**Run 1: register map, names as in the netlist**

(1 px per um) Other sequential cells in the stronger grey, the rest of the logic in the fainter grey.
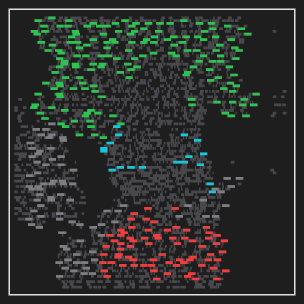
**Run 1: I/O pins on the die edge**

(1 px per um) Pins as bars across the die edge, other pins in grey.
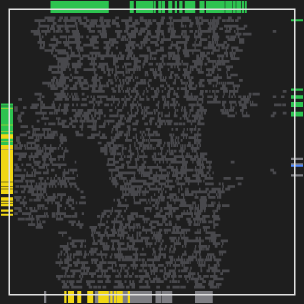
**Run 1: nets reached from selected ports**

(1.5 px per um)
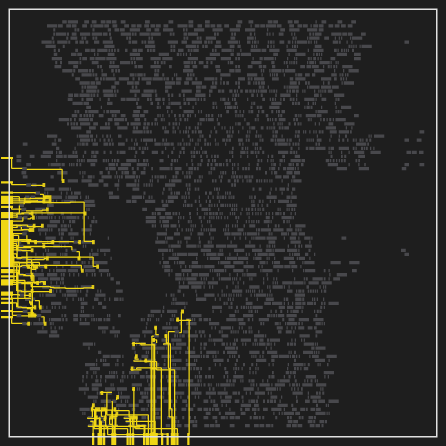
[src/rtl/matrix_mac_engine.sv]
// Sequential N x N matrix multiplier: one multiply-accumulate per cycle, result held until consumed.
// Optional macro MATRIX_MAC_SIGNED_EN selects two's-complement operands and results.
module matrix_mac_engine #(
    parameter int unsigned BIT_SIZE       = 8,
    parameter int unsigned ROW_COL_SIZE   = 3,
    parameter int unsigned OUT_M_BIT_SIZE = 2*BIT_SIZE + $clog2(ROW_COL_SIZE)
) (
    input  logic                                                 clk,
    input  logic                                                 n_rst,
    input  logic                                                 in_valid,
    output logic                                                 in_ready,
    input  logic [0:BIT_SIZE*ROW_COL_SIZE*ROW_COL_SIZE-1]        m1,
    input  logic [0:BIT_SIZE*ROW_COL_SIZE*ROW_COL_SIZE-1]        m2,
    output logic                                                 out_valid,
    input  logic                                                 out_ready,
    output logic [0:OUT_M_BIT_SIZE*ROW_COL_SIZE*ROW_COL_SIZE-1]  out_m,
    output logic                                                 busy
);

    localparam int unsigned N     = ROW_COL_SIZE;
    localparam int unsigned OW    = OUT_M_BIT_SIZE;
    localparam int unsigned IN_W  = BIT_SIZE*N*N;
    localparam int unsigned IDX_W = (N > 1) ? $clog2(N) : 1;
    localparam logic [IDX_W-1:0] LAST = IDX_W'(N-1);

    typedef enum logic [1:0] {IDLE, COMPUTE, DONE} state_t;

    state_t               state, state_nxt;
    logic [0:IN_W-1]      op_a, op_b;
    logic [IDX_W-1:0]     k, l, a;
    logic [OW-1:0]        acc, prod, mac_sum;
    logic [BIT_SIZE-1:0]  elem_a, elem_b;
    logic                 row_end, last_mac;

    assign row_end  = (a == LAST);
    assign last_mac = row_end && (l == LAST) && (k == LAST);

    // Operand fetch and single multiply-accumulate for the current (k, l, a)
    always_comb begin
        elem_a  = op_a[(int'(k)*N + int'(a))*BIT_SIZE +: BIT_SIZE];
        elem_b  = op_b[(int'(a)*N + int'(l))*BIT_SIZE +: BIT_SIZE];
`ifdef MATRIX_MAC_SIGNED_EN
        prod    = OW'($signed(elem_a)) * OW'($signed(elem_b));
`else
        prod    = OW'(elem_a) * OW'(elem_b);
`endif
        mac_sum = acc + prod;
    end

    always_ff @(posedge clk) begin
        if (!n_rst) state <= IDLE;
        else        state <= state_nxt;
    end

    always_comb begin
        state_nxt = state;
        case (state)
            IDLE:    if (in_valid)  state_nxt = COMPUTE;
            COMPUTE: if (last_mac)  state_nxt = DONE;
            DONE:    if (out_ready) state_nxt = IDLE;
            default:                state_nxt = IDLE;
        endcase
    end

    // Handshake flags registered from the next state so they track state exactly
    always_ff @(posedge clk) begin
        if (!n_rst) begin
            in_ready  <= 1'b1;
            out_valid <= 1'b0;
            busy      <= 1'b0;
        end else begin
            in_ready  <= (state_nxt == IDLE);
            out_valid <= (state_nxt == DONE);
            busy      <= (state_nxt == COMPUTE);
        end
    end

    // Operand capture, index walk (a innermost, then l, then k) and result write-back
    always_ff @(posedge clk) begin
        if (!n_rst) begin
            op_a  <= '0;
            op_b  <= '0;
            k     <= '0;
            l     <= '0;
            a     <= '0;
            acc   <= '0;
            out_m <= '0;
        end else begin
            case (state)
                IDLE: begin
                    if (in_valid) begin
                        op_a <= m1;
                        op_b <= m2;
                        k    <= '0;
                        l    <= '0;
                        a    <= '0;
                        acc  <= '0;
                    end
                end
                COMPUTE: begin
                    if (row_end) begin
                        out_m[(int'(k)*N + int'(l))*OW +: OW] <= mac_sum;
                        acc <= '0;
                        a   <= '0;
                        if (l == LAST) begin
                            l <= '0;
                            k <= (k == LAST) ? '0 : k + IDX_W'(1);
                        end else begin
                            l <= l + IDX_W'(1);
                        end
                    end else begin
                        acc <= mac_sum;
                        a   <= a + IDX_W'(1);
                    end
                end
                default: ;
            endcase
        end
    end

endmodule

[config.mk]
export PLATFORM = sky130hd
export DESIGN_NAME = matrix_mac_engine
export DESIGN_NICKNAME = d
export VERILOG_FILES = /design/src/rtl/matrix_mac_engine.sv
export SDC_FILE = /design/constraint.sdc
export NUM_CORES = 1
export LEC_CHECK = 0
export ABC_AREA = 1
export CORE_MARGIN = 4
export CORE_UTILIZATION = 25
export CTS_BUF_LIST = sky130_fd_sc_hd__clkbuf_4 sky130_fd_sc_hd__clkbuf_8
export CTS_CLUSTER_DIAMETER = 60
export DETAILED_ROUTE_END_ITERATION = 6
export PLACE_DENSITY = 0.5
export SETUP_SLACK_MARGIN = 0.05
export SLEW_MARGIN = 20
export SYNTH_ARGS = -nofsm -noshare
export SYNTH_HDL_FRONTEND = slang
export SYNTH_SLANG_ARGS = --single-unit
[constraint.sdc]
create_clock -name clk -period 11.34 [get_ports clk]
set_input_delay 2.835 -clock clk [delete_from_list [all_inputs] [get_ports clk]]
set_output_delay 2.835 -clock clk [all_outputs]
set_load 0.02 [all_outputs]
==> run summary, run 1 <==
run metrics: status finished, final reports clean, CTS tree yes, largest net degree at the start of global routing between 100 and 150, CP endpoint kind register, placed cell count about 3900, antenna violations before repair 1, Placeable Area about 75000 um2, slew margin rel. a little over a quarter, gr ovfl total 0, number of enable flip-flop cells 0, slowest CP cell fa_1, Floorplan Nets about 3000, OpenROAD warning count 35, chip area 80600 um2, cell family with most CP delay adder cells, RR Startpoint k[0], library cells used by synthesis roughly 52, met2 routed WL approximately 34000 um, Critical R2R Capture out_m[150], H-tree depth 3, clock-pin slew on the worst setup and hold paths about 0.05 ns, P_seq around 1.3 mW, Cell area leaders dfxtp_1 35%, nor2_1 9.3%, nand2_1 8.7%, o21ai_0 7.7%, a21oi_1 5.8%, GR Layer Usage met2 29.1%, Avg Inst Size Synth about 6.9 um2, max_cap viols 0, power density of the placed cells around 220 nW/um2, Initial Utilization between 20 and 30%, leading area contributor after synthesis dfxtp_1, DRC 0, Static Leak approximately 10 nW, RSZ-0062 raised after global routing no, Final Hold Vio Count 0, Clock Path Buffers 3, number of routed nets with antenna violations 0, Post-CTS Resized 0, Global Route met3 Usage under 10%, first-pass GRT wire length ~110000 um, Top power group combinational logic, Yosys Instances between 2000 and 3000, Crit. path cell count 27, # hold bufs at CTS 0, WL/cell 18.0 um, Seq share, synth between 30% and 40%, Met1 Routed Length 32500 um, Post-synth top cells 473 x nor2_1, 442 x nand2_1, 335 x dfxtp_1, DR iter-0 viols 1491
-- 'register map, names as in the netlist' (at the start) --
legend:
  `acc`:
    colour: cyan
    placed_flops: 18
    where: centre
  `out_m`:
    colour: green
    placed_flops: 162
  `op_a`:
    colour: red
    placed_flops: 72
    where: south
Final Util: 32.4%
Reg area: 6710 um2

-- 'I/O pins on the die edge' (at the start) --
legend:
  `out_ready`:
    colour: blue
    pins: 1
    direction: input
    edge: east
  `m2`:
    colour: yellow
    pins: 72
    direction: input
    edge: 46 west, 26 south
  `out_m`:
    colour: green
    pins: 162
    direction: output
    edge: 131 north, 21 west, 10 east
all pins by edge: 131 north, 100 south, 68 west, 14 east
Die Ht: 284 um
Chip Width: 284 um

-- 'nets reached from selected ports' (at the start) --
legend:
  `m2`:
    colour: yellow
    bits: 72
    direction: input
    edge: 46 west, 26 south
    end_cells: 72
    buffers: 72
    wire: 2500 um

[run 1: worst min path at each step]
stage	slack, ns	from	end
6_report	0.46	out_m[141]	out_m[141]
3_5_place_dp	0.45	out_m[141]	out_m[141]
4_1_cts	0.46	out_m[141]	out_m[141]
3_3_place_gp	0.45	acc[2]	acc[2]
5_1_grt	0.48	out_m[71]	out_m[71]
2_1_floorplan	0.44	acc[2]	acc[2]
[run 1: cells by family (layout without fill, tap and decap cells)]
| logic type | after synthesis | count (layout) | share of synthesized area [%] |
|---|---|---|---|
| fa+ha+maj | 113 | 113 | 9.60 |
| other cells | 0 | 1 | 0 |
| compound gates | 653 | 653 | 18.7 |
| buf+inv | 457 | 755 | 9.24 |
| xor+xnor | 8 | 8 | 0.408 |
| flops | 335 | 335 | 35.2 |
| simple gates | 1193 | 1193 | 26.9 |
[run 1: final cells by class]
class	count	area share [%]
Clock buffer	97	4.88
Multi-Input combinational cell	1967	43.6
Tap cell	969	4.99
Inverter	313	4.85
Antenna cell	1	0.0103
Clock inverter	16	0.706
Sequential cell	335	27.6
Timing Repair Buffer	329	13.4
[run 1: layout by cell type (no fill, tap or decap), types with 13 or more instances in the layout]
| master | count |
|---|---|
| clkbuf_8 | 73 |
| nand3_1 | 165 |
| fa_1 | 55 |
| dfxtp_1 | 335 |
| inv_2 | 20 |
| nor3_1 | 13 |
| a22oi_1 | 30 |
| nand2_1 | 441 |
| o211ai_1 | 23 |
| nand4_1 | 28 |
| clkdlybuf4s50_1 | 311 |
| nor2_1 | 472 |
| a21oi_1 | 221 |
| o21ai_0 | 292 |
| ha_1 | 58 |
| inv_1 | 290 |
| clkbuf_4 | 24 |
| nor2_4 | 27 |
| nor2_2 | 29 |
| buf_4 | 17 |
| o21ai_1 | 41 |
**Run 1: metal layers overlaid**

(1.5 px per um)
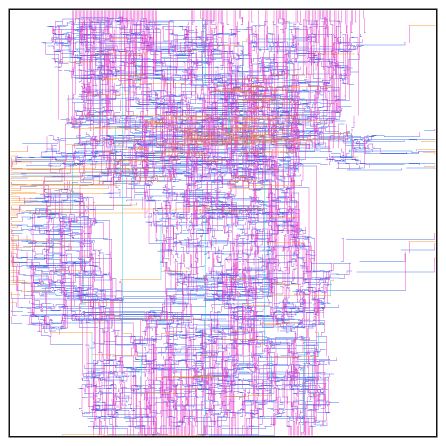

==> run 1 -> run 2 <==
--- a/config.mk
+++ b/config.mk
@@ -11,7 +11,7 @@
 export CTS_BUF_LIST = sky130_fd_sc_hd__clkbuf_4 sky130_fd_sc_hd__clkbuf_8
 export CTS_CLUSTER_DIAMETER = 60
 export DETAILED_ROUTE_END_ITERATION = 6
-export PLACE_DENSITY = 0.5
+export PLACE_DENSITY = 0.51
 export SETUP_SLACK_MARGIN = 0.05
 export SLEW_MARGIN = 20
 export SYNTH_ARGS = -nofsm -noshare
==> constraint.sdc (replaced) <==
create_clock -name clk -period 7.4 [get_ports clk]
set_input_delay 1.85 -clock clk [delete_from_list [all_inputs] [get_ports clk]]
set_output_delay 1.85 -clock clk [all_outputs]
set_load 0.02 [all_outputs]
**Run 2: metal layers overlaid**

(1.5 px per um)
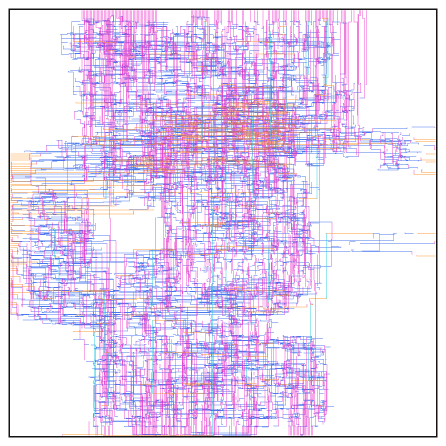
legend:
  M4:
    colour: cyan
    wire_length: 1710 um
  M3:
    colour: orange
    wire_length: 5090 um
  M2:
    colour: magenta
    wire_length: 33.7 mm
  M1:
    colour: blue
    wire_length: 31.6 mm
Total Wirelength: 72100 um
WL/cell: 17.7 um
routed vias: 19200
Total GRT Usage: 17.4%

==> run summary, run 2 <==
run metrics: slew margin rel. 34.9%, Cell area leaders dfxtp_1 35%, nor2_1 9.3%, nand2_1 8.7%, o21ai_0 7.7%, a21oi_1 5.8%, CP endpoint kind register, Post-synth top cells 473 x nor2_1, 442 x nand2_1, 335 x dfxtp_1, gr ovfl total 0, Yosys Instances approximately 2800, yosys simple share a little over a quarter, mux share 0%, Chip Width between 200 and 300 um, hold path startpoint acc[1], DRC 0, chip area a little over 80000 um2, power density of the placed cells around 340 nW/um2, leading area contributor after synthesis dfxtp_1, Placeable Area approximately 75000 um2, met2 routed WL roughly 34000 um, Reg area between 6000 and 7000 um2, max_cap viols 0, RSZ-0062 raised after global routing no, Seq share, synth approximately a third, slowest CP cell fa_1, status finished, final reports clean, CTS tree yes, comb area leader simple AND/OR/NAND/NOR gates, Initial Utilization 25.4%
**Run 2: I/O pins on the die edge**

(1 px per um) Pins as bars across the die edge, other pins in grey.
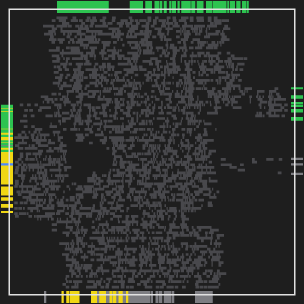
legend:
  `out_ready`:
    colour: blue
    pins: 1
    direction: input
    edge: west
  `m2`:
    colour: yellow
    pins: 72
    direction: input
    edge: 45 west, 27 south
  `out_m`:
    colour: green
    pins: 162
    direction: output
    edge: 131 north, 22 west, 9 east
all pins by edge: 131 north, 101 south, 69 west, 12 east

==> run 2: layer usage <==
| layer | global-route usage [%] | vias to the layer above |
|---|---|---|
| met5 | 0 | - |
| met4 | 4.89 | 0 |
| met3 | 4.28 | 98 |
| met2 | 28.9 | 559 |
| met1 | 22.5 | 8923 |
| li1 | - | 9602 |
==> run 2: critical path, delay by kind of cell (launching register included) <==
| family | cells | cell delay (ns) |
|---|---|---|
| AOI/OAI and AO/OA | 2 | 0.45 |
| and+or+nand+nor | 16 | 1.91 |
| adders and majority gates | 8 | 3.59 |
| buffers and inverters | 5 | 0.47 |
| DFF | 1 | 0.42 |
==> run 2: power by group through the flow <==
stage / logic (mW) / clock network, mW / registers (mW)
global route: 4.83 / 2.25 / 1.97
CTS: 4.14 / 2.17 / 1.96
global placement: 4.14 / 0 / 1.99
floorplan: 2.80 / 0 / 1.98
finish: 4.31 / 2.10 / 1.96
detailed placement: 4.12 / 0 / 1.99
==> run 2: layout make-up <==
cell class,count,share of cell area [%]
antenna,2,0.0201
clock buffer,102,5.18
clock inverter,14,0.678
inverter,313,4.73
multi-input combinational,1967,43.1
sequential,335,26.9
tap,969,4.87
timing repair buffer,374,14.5
==> run 2: through the flow <==
| stage | total power, mW | area [um2] | instances | setup slack (ns) |
|---|---|---|---|---|
| finish | 8.36 | 24900 | 4076 | 0.461 |
| detailed placement | 6.11 | 23200 | 3953 | 0.137 |
| floorplan | 4.78 | 19000 | 2759 | 0.732 |
| CTS | 8.27 | 24700 | 4069 | 0.111 |
| global route | 9.05 | 24900 | 4075 | 0.00930 |
| global placement | 6.13 | 23200 | 3953 | 0.218 |
==> run 2: timing repair <==
item	CTS	global route
gates resized	0	56
buffers inserted	0	5
endpoints found under the setup margin	0	160
hold buffers	0	0
==> run 2 -> run 3 <==
--- a/config.mk
+++ b/config.mk
@@ -11,6 +11,7 @@
 export CTS_BUF_LIST = sky130_fd_sc_hd__clkbuf_4 sky130_fd_sc_hd__clkbuf_8
 export CTS_CLUSTER_DIAMETER = 60
 export DETAILED_ROUTE_END_ITERATION = 6
+export GPL_ROUTABILITY_DRIVEN = 1
 export PLACE_DENSITY = 0.51
 export SETUP_SLACK_MARGIN = 0.05
 export SLEW_MARGIN = 20
**Run 3: register map, names as in the netlist**

(1 px per um) Other sequential cells in the stronger grey, the rest of the logic in the fainter grey.
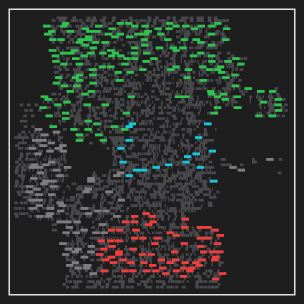
legend:
  `acc`:
    colour: cyan
    placed_flops: 18
    where: centre
  `op_a`:
    colour: red
    placed_flops: 72
    where: south
  `out_m`:
    colour: green
    placed_flops: 162
not coloured: 83

==> run summary, run 3 <==
run metrics: leading area contributor after synthesis dfxtp_1, library cells used by synthesis 52, status finished, final reports clean, CTS tree yes, number of routed nets with antenna violations 0, DRC 0, placed cell count 3953, Comb. pwr approximately 4.3 mW, Final Hold Vio Count 0, first-pass GRT wire length approximately 110000 um, Cell area leaders dfxtp_1 35%, nor2_1 9.3%, nand2_1 8.7%, o21ai_0 7.7%, a21oi_1 5.8%, Top cells excl fill/tap 462 x nor2_1, 430 x nand2_1, 334 x dfxtp_1, DP Area 23200 um2, DR iter-0 viols approximately 1300, Top power group combinational logic, gr ovfl total 0, total power draw 8.36 mW, P_seq a little under 2 mW, Floorplan Nets between 3000 and 4000, H-tree depth 3, Clock Path Buffers 3, antenna violations before repair 1
**Run 3: nets reached from selected ports**

(1.5 px per um)
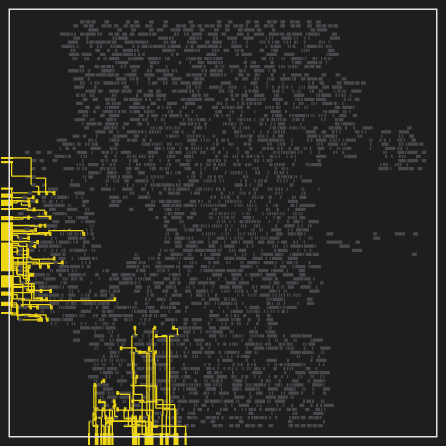
legend:
  `m2`:
    colour: yellow
    bits: 72
    direction: input
    edge: 45 west, 27 south
    end_cells: 72
    buffers: 72
    wire: 2340 um
PortBufs: 312
Boundary Pins: 313

## run 3: cell counts after synthesis
No cell type changed its count.
## run 3: kinds of logic (layout without fill, tap and decap cells)
kind of cell               Yosys count  count (layout)  synth area share [%]
DFF                                335             335                  35.2
other                                0               2                     0
buffers and inverters              457             803                  9.24
and+or+nand+nor                   1193            1193                  26.9
xor gates and xnor gates             8               8                 0.408
adders and majority gates          113             113                  9.60
AOI/OAI and AO/OA                  653             653                  18.7
## run 3: final timing paths
path,from,slack (ns),endpoint,cells past startpoint
max,l[1],0.46,out_m[10],31
min,acc[1],0.47,acc[1],2
max reg2reg,l[1],0.46,out_m[10],31
min reg2reg,acc[1],0.47,acc[1],2
## run 3: repair_timing
action | CTS | global route
setup endpoints to repair | 0 | 160
gates resized | 0 | 56
hold buffers | 0 | 0
setup buffers | 0 | 5
## run 3: routing by layer
layer | share of wire (%) | vias to the layer above | global-route usage [%]
li1 | - | 9602 | -
met2 | 47 | 559 | 28.9
met4 | 2.4 | 0 | 4.89
met1 | 44 | 8923 | 22.5
met5 | 0 | - | 0
met3 | 7.1 | 98 | 4.28
## run 3: layout make-up
type / instances / area (um2)
fill: 8087 / 50000
multi-input combinational: 1967 / 10700
sequential: 335 / 6710
timing repair buffer: 374 / 3610
clock buffer: 102 / 1290
tap: 969 / 1210
inverter: 313 / 1180
clock inverter: 14 / 169
antenna: 2 / 5.00
## run 3: critical path: cells and delay by family, from the launching register on
family | cells | cell delay (ns)
AOI/OAI and AO/OA | 2 | 0.45
adders and majority gates | 8 | 3.59
buffers and inverters | 5 | 0.47
DFF | 1 | 0.42
and+or+nand+nor | 16 | 1.91
Power is estimated from default activity; no workload was simulated.
